**src/rtl/fp16_pkg.sv**
```systemverilog
// Shared constants, FSM state and flag types for the int16 -> IEEE-754 half converter.
package fp16_pkg;

  localparam int unsigned EXP_W    = 5;
  localparam int unsigned MAN_W    = 10;
  localparam int unsigned EXP_BIAS = 15;
  localparam int unsigned EXP_MAX  = 31;
  localparam int unsigned INT_W    = 16;

  // Exponent of a magnitude whose MSB already sits in bit 15.
  localparam logic [EXP_W-1:0] EXP_INIT = EXP_W'(EXP_BIAS + INT_W - 1);

  typedef enum logic [1:0] {
    StIdle,
    StNorm,
    StRound,
    StDone
  } state_e;

  typedef struct packed {
    logic negative;
    logic zero;
    logic overflow;
    logic cout;
    logic inf;
    logic subnormal;
    logic nan;
  } flags_t;

endpackage

```
**src/rtl/fp16_rounder.sv**
```systemverilog
// Combinational round-to-nearest-even of a 10-bit mantissa with exponent carry.
module fp16_rounder
  import fp16_pkg::*;
(
  input  logic [MAN_W-1:0] mant_i,
  input  logic             guard_i,
  input  logic             sticky_i,
  input  logic [EXP_W-1:0] exp_i,
  output logic [MAN_W-1:0] mant_o,
  output logic [EXP_W-1:0] exp_o,
  output logic             inexact_o
);

  logic           round_up;
  logic [MAN_W:0] mant_sum;

  always_comb begin
    round_up  = guard_i & (sticky_i | mant_i[0]);
    mant_sum  = {1'b0, mant_i} + (MAN_W + 1)'(round_up);
    // A carry out leaves the low bits at zero, which is the cleared mantissa.
    mant_o    = mant_sum[MAN_W-1:0];
    exp_o     = exp_i + EXP_W'(mant_sum[MAN_W]);
    inexact_o = guard_i | sticky_i;
  end

endmodule

```
**src/rtl/int16_to_fp16.sv**
```systemverilog
// Multi-cycle signed 16-bit integer to half-precision converter with valid/ready handshakes.
module int16_to_fp16
  import fp16_pkg::*;
(
  input  logic        clk,
  input  logic        rst_n,
  input  logic        in_valid,
  output logic        in_ready,
  input  logic [15:0] in_data,
  output logic        out_valid,
  input  logic        out_ready,
  output logic [15:0] out_data,
  output logic        negative,
  output logic        zero,
  output logic        overflow,
  output logic        cout,
  output logic        inf,
  output logic        subnormal,
  output logic        nan
);

  state_e           state_q, state_d;
  logic             sign_q, sign_d;
  logic [15:0]      mag_q, mag_d;
  logic [EXP_W-1:0] exp_q, exp_d;
  logic [15:0]      result_q, result_d;
  flags_t           flags_q, flags_d;

  logic [15:0]      in_abs;
  logic [15:0]      mag_shl;
  logic [MAN_W-1:0] rnd_mant;
  logic [EXP_W-1:0] rnd_exp;
  logic             rnd_inexact;

  // -32768 negates to itself, which reads correctly as unsigned 0x8000.
  assign in_abs  = in_data[15] ? (~in_data + 16'd1) : in_data;
  assign mag_shl = {mag_q[14:0], 1'b0};

  fp16_rounder u_rounder (
    .mant_i    (mag_q[14:5]),
    .guard_i   (mag_q[4]),
    .sticky_i  (|mag_q[3:0]),
    .exp_i     (exp_q),
    .mant_o    (rnd_mant),
    .exp_o     (rnd_exp),
    .inexact_o (rnd_inexact)
  );

  always_comb begin
    state_d   = state_q;
    sign_d    = sign_q;
    mag_d     = mag_q;
    exp_d     = exp_q;
    result_d  = result_q;
    flags_d   = flags_q;
    in_ready  = (state_q == StIdle);
    out_valid = (state_q == StDone);

    unique case (state_q)
      StIdle: begin
        if (in_valid) begin
          sign_d = in_data[15];
          mag_d  = in_abs;
          exp_d  = EXP_INIT;
          if (in_abs == 16'd0) begin
            result_d     = 16'h0000;
            flags_d      = '0;
            flags_d.zero = 1'b1;
            state_d      = StDone;
          end else if (in_abs[15]) begin
            state_d = StRound;
          end else begin
            state_d = StNorm;
          end
        end
      end
      StNorm: begin
        if (!mag_q[15]) begin
          mag_d = mag_shl;
          exp_d = exp_q - EXP_W'(1);
          // Leave as soon as the shift lands the MSB, saving an idle NORM edge.
          if (mag_q[14]) state_d = StRound;
        end else begin
          state_d = StRound;
        end
      end
      StRound: begin
        result_d         = {sign_q, rnd_exp, rnd_mant};
        flags_d          = '0;
        flags_d.negative = sign_q;
        flags_d.cout     = rnd_inexact;
        state_d          = StDone;
      end
      StDone: begin
        if (out_ready) state_d = StIdle;
      end
      default: state_d = StIdle;
    endcase
  end

  always_ff @(posedge clk or negedge rst_n) begin
    if (!rst_n) begin
      state_q  <= StIdle;
      sign_q   <= 1'b0;
      mag_q    <= 16'd0;
      exp_q    <= '0;
      result_q <= 16'd0;
      flags_q  <= '0;
    end else begin
      state_q  <= state_d;
      sign_q   <= sign_d;
      mag_q    <= mag_d;
      exp_q    <= exp_d;
      result_q <= result_d;
      flags_q  <= flags_d;
    end
  end

  assign out_data  = result_q;
  assign negative  = flags_q.negative;
  assign zero      = flags_q.zero;
  assign overflow  = flags_q.overflow;
  assign cout      = flags_q.cout;
  assign inf       = flags_q.inf;
  assign subnormal = flags_q.subnormal;
  assign nan       = flags_q.nan;

endmodule

```
**config.mk**
```make
export PLATFORM = sky130hd
export DESIGN_NAME = int16_to_fp16
export DESIGN_NICKNAME = d
export VERILOG_FILES = /design/src/rtl/fp16_pkg.sv /design/src/rtl/fp16_rounder.sv /design/src/rtl/int16_to_fp16.sv
export SDC_FILE = /design/constraint.sdc
export NUM_CORES = 1
export LEC_CHECK = 0
export CAP_MARGIN = 20
export CORE_MARGIN = 10
export CORE_UTILIZATION = 52
export DETAILED_ROUTE_END_ITERATION = 6
export HOLD_SLACK_MARGIN = 0.15
export PLACE_DENSITY = 0.87
export RECOVER_POWER = 25
export SYNTH_ARGS = -nofsm -noshare
export SYNTH_HDL_FRONTEND = slang
export SYNTH_SLANG_ARGS = --single-unit
```
**constraint.sdc**
```tcl
create_clock -name clk -period 2.4 [get_ports clk]
set_input_delay 0.36 -clock clk [delete_from_list [all_inputs] [get_ports clk]]
set_output_delay 0.36 -clock clk [all_outputs]
set_load 0.05 [all_outputs]
```
layer_met1.png
Scale bar: 20 um. Supply wires on this layer in grey. Cells faint in the background.
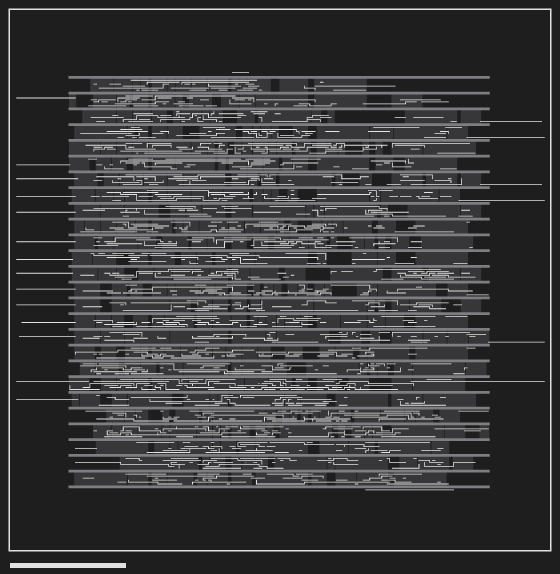
longest straight run: 23.0 um
wire length on this layer: 3,800 um
share of all routed wire: 38%
nets with wire on the layer: 410
main direction: horizontal

sizes.png
Scale bar: 20 um.
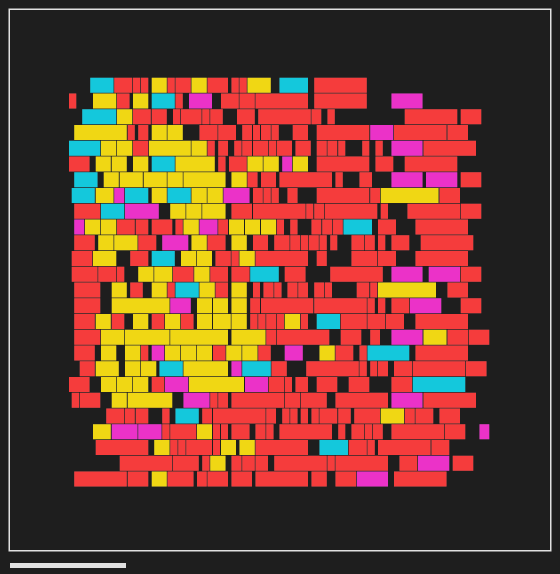
legend:
  _6 and larger:
    colour: cyan
    cells: 22
    share: 5.3%
  _0 and _1 cells:
    colour: red
    cells: 265
    share: 64%
  _2 cells:
    colour: magenta
    cells: 30
    share: 7.2%
  _3 and _4 cells:
    colour: yellow
    cells: 98
    share: 24%
setup ws final: -0.3490 ns
number of non-clock buffers in the layout: 122
Post-Layout Inst Area: 4244 sq um
layout overhead on the synthesized area: 52.24%

detail.png
Scale bar: 10 um. Region (27, 8) to (67, 48) um. Cells in grey, sequential cells in the stronger grey; small squares are vias.
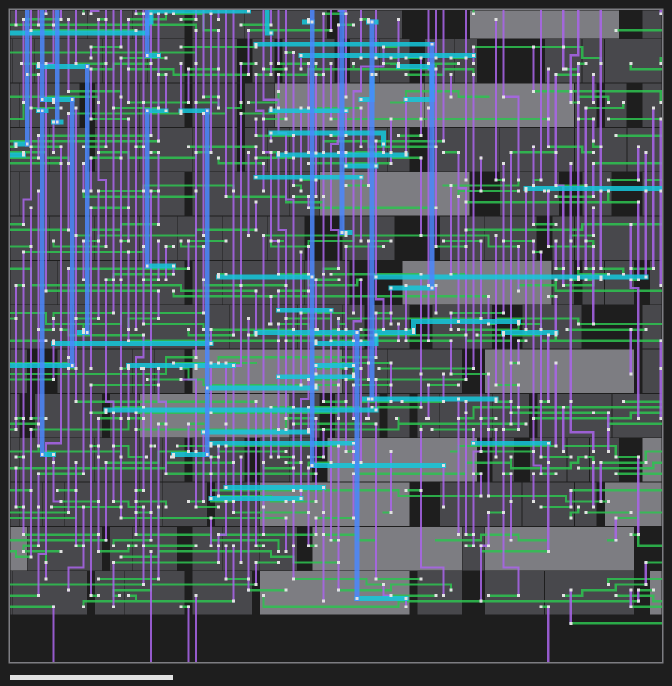
legend:
  metal 1:
    colour: green
  metal 2:
    colour: purple
  metal 3:
    colour: cyan
  metal 4:
    colour: blue
netlist names of flops here include: mag_q (5), exp_q (3), out_data (3)
cells with their middle in the window: 138
most frequent: buf_4 (20), nand2_1 (16), dfrtp_1 (13)
sequential cells in the window: 13

==> results.yml <==
# synthesis and place-and-route metrics
worst_setup_path:
  path_common_cell: "buf_6"
  endpoint: "out_data[13]"
  cp.depth: 12
  cp-end-kind: "register"
  worstPathMaxFanout: 6
  critPathLaunchType: "input port"
  reg2reg_slack_ns: 0.25
  slowest_stage: "or4_4"
  r2r_cells: 8
  critical_path.top_delay_family: "simple AND/OR/NAND/NOR gates"
global_routing:
  gr-total-overflow: 0
  grt_pass1_vias: 2902
  use_met2_pct: 34.86
  grt_max_degree: 43
final_timing:
  report.final.setup_viol: 19
  finalSetupTns_ns: -5.792
  period_minus_slack_ns: 2.749
  fin_crit_sh_pct: 114.5
  hold_viol: 0
  setup_ws_ns: -0.3490
synth:
  ys_cells: 309
  yosys-stat-area_sq_um: 2788
  synth_area_sq_um: 2788
  edf_count: 0
  syn-instance-count: 309
  avgSynthCellArea_sq_um: 9.022
  synth-async-reset-ratio_pct: 100.0
floorplanning:
  fp_util_pct: 54.24
  die_w_um: 93.22
  die_y_um: 93.22
  pin_count: 45
worst_hold_path:
  min_path_type: "in2async"
routing:
  dr.pass1.iters: 5
  dr_wl_met2_um: 5022
  wl_um: 9937
  wl_met1_um: 3802
  wl_met3_um: 666
status:
  status: "finished with violations"
  violations: "negative setup slack"
finish:
  layout.cells.non_filler: 485
clock_network:
  cts_buffers: 5
  clk_latency_ns: 0.30
  path_clk_slew_ns: 0.08
  tritoncts: "yes"
  h-tree-depth: 2
  cts_sinks: 42
  root_buffer: "clkbuf_8"
power_and_ir_drop:
  ir_drop_mv: 0.8209
layer_met2.png
Scale bar: 20 um. Cells faint in the background.
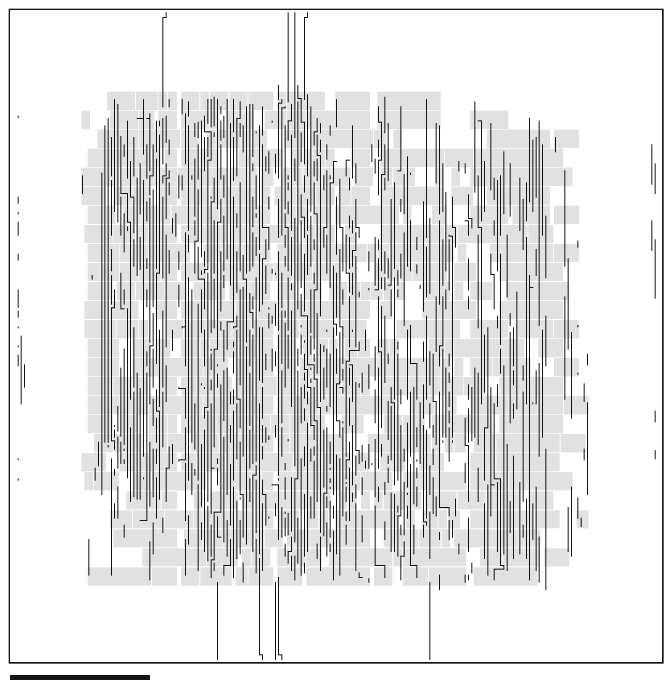
main direction: vertical
nets with wire on the layer: 401
share of all routed wire: 51%

congestion.png
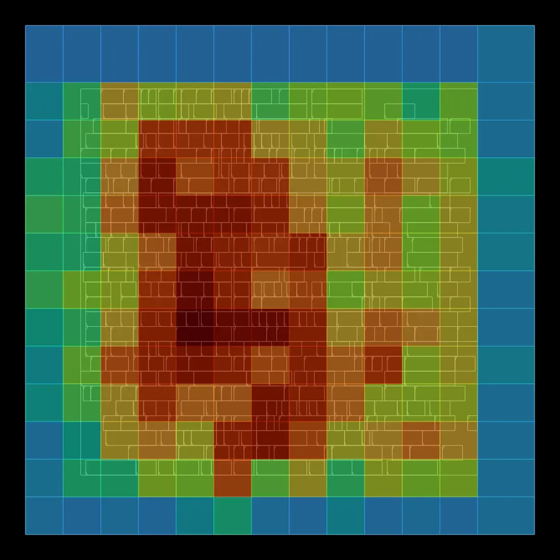
GRT Overall Usage: 20.18%
grt peak-use layer: met2
met1 GRT Util: 22.15%
grt met3 use: 4.796%

==> power breakdown <==
part           leakage [nW]  total, W  switching (W)  internal, W
clock                0.0438  0.000440       0.000244     0.000195
sequential            0.518   0.00137       0.000356      0.00101
combinational          1.30   0.00279        0.00165      0.00114
==> cells by family (layout without fill, tap and decap cells) <==
family	Yosys count	after routing	synth area share, %
xor+xnor	26	26	8.169
flops	42	42	37.70
compound gates	81	81	21.81
mux	7	7	2.693
other cells	1	4	0.1345
buf+inv	40	142	6.688
fa+ha+maj	9	9	4.040
simple gates	103	104	18.76
==> flip-flops by register name, indices dropped and copies added, names as in the netlist <==
name / cells
exp_q: 5
out_data: 15
zero: 1
mag_q: 16
state_q: 2
negative: 1
sign_q: 1
cout: 1
==> cells in the final DEF (no fill, tap or decap), types with 6 or more instances in the layout <==
cell type,n
nand2b_1,6
dfrtp_1,42
nand2_1,35
o2bb2ai_2,11
o21ai_0,18
buf_6,13
buf_4,70
a21oi_1,10
nor2_1,19
ha_1,8
clkdlybuf4s50_1,23
xor2_1,12
xnor2_1,14
nand3_1,8
a22oi_1,8
inv_1,11
==> worst register-to-register path, stage by stage, from the launching register on <==
cell and delay, ns:
dfrtp_1 0.43, inv_1 0.11, ha_1 0.23, nand2_1 0.20
o21ai_0 0.25, a21o_1 0.27, nor4_1 0.30, xnor2_1 0.18
nand2_1 0.07
==> final cells by class <==
type / instances / area (sq um)
fillers: 299 / 895.9
flip-flops and latches: 42 / 1051
repair buffers: 122 / 1089
multi-input cells: 231 / 1872
inverters: 13 / 66.31
clock buffers: 5 / 68.82
clock inverters: 2 / 10.01
well taps: 70 / 87.58
==> timing repair <==
action,in CTS,in global routing
hold endpoints to repair,0,0
pin swaps,26,21
resized,50,40
hold buffers,0,0
gates cloned,1,1
setup endpoints to repair,25,23
setup buffers,25,15
No activity file was given, so power comes from the tool's default toggle rates.
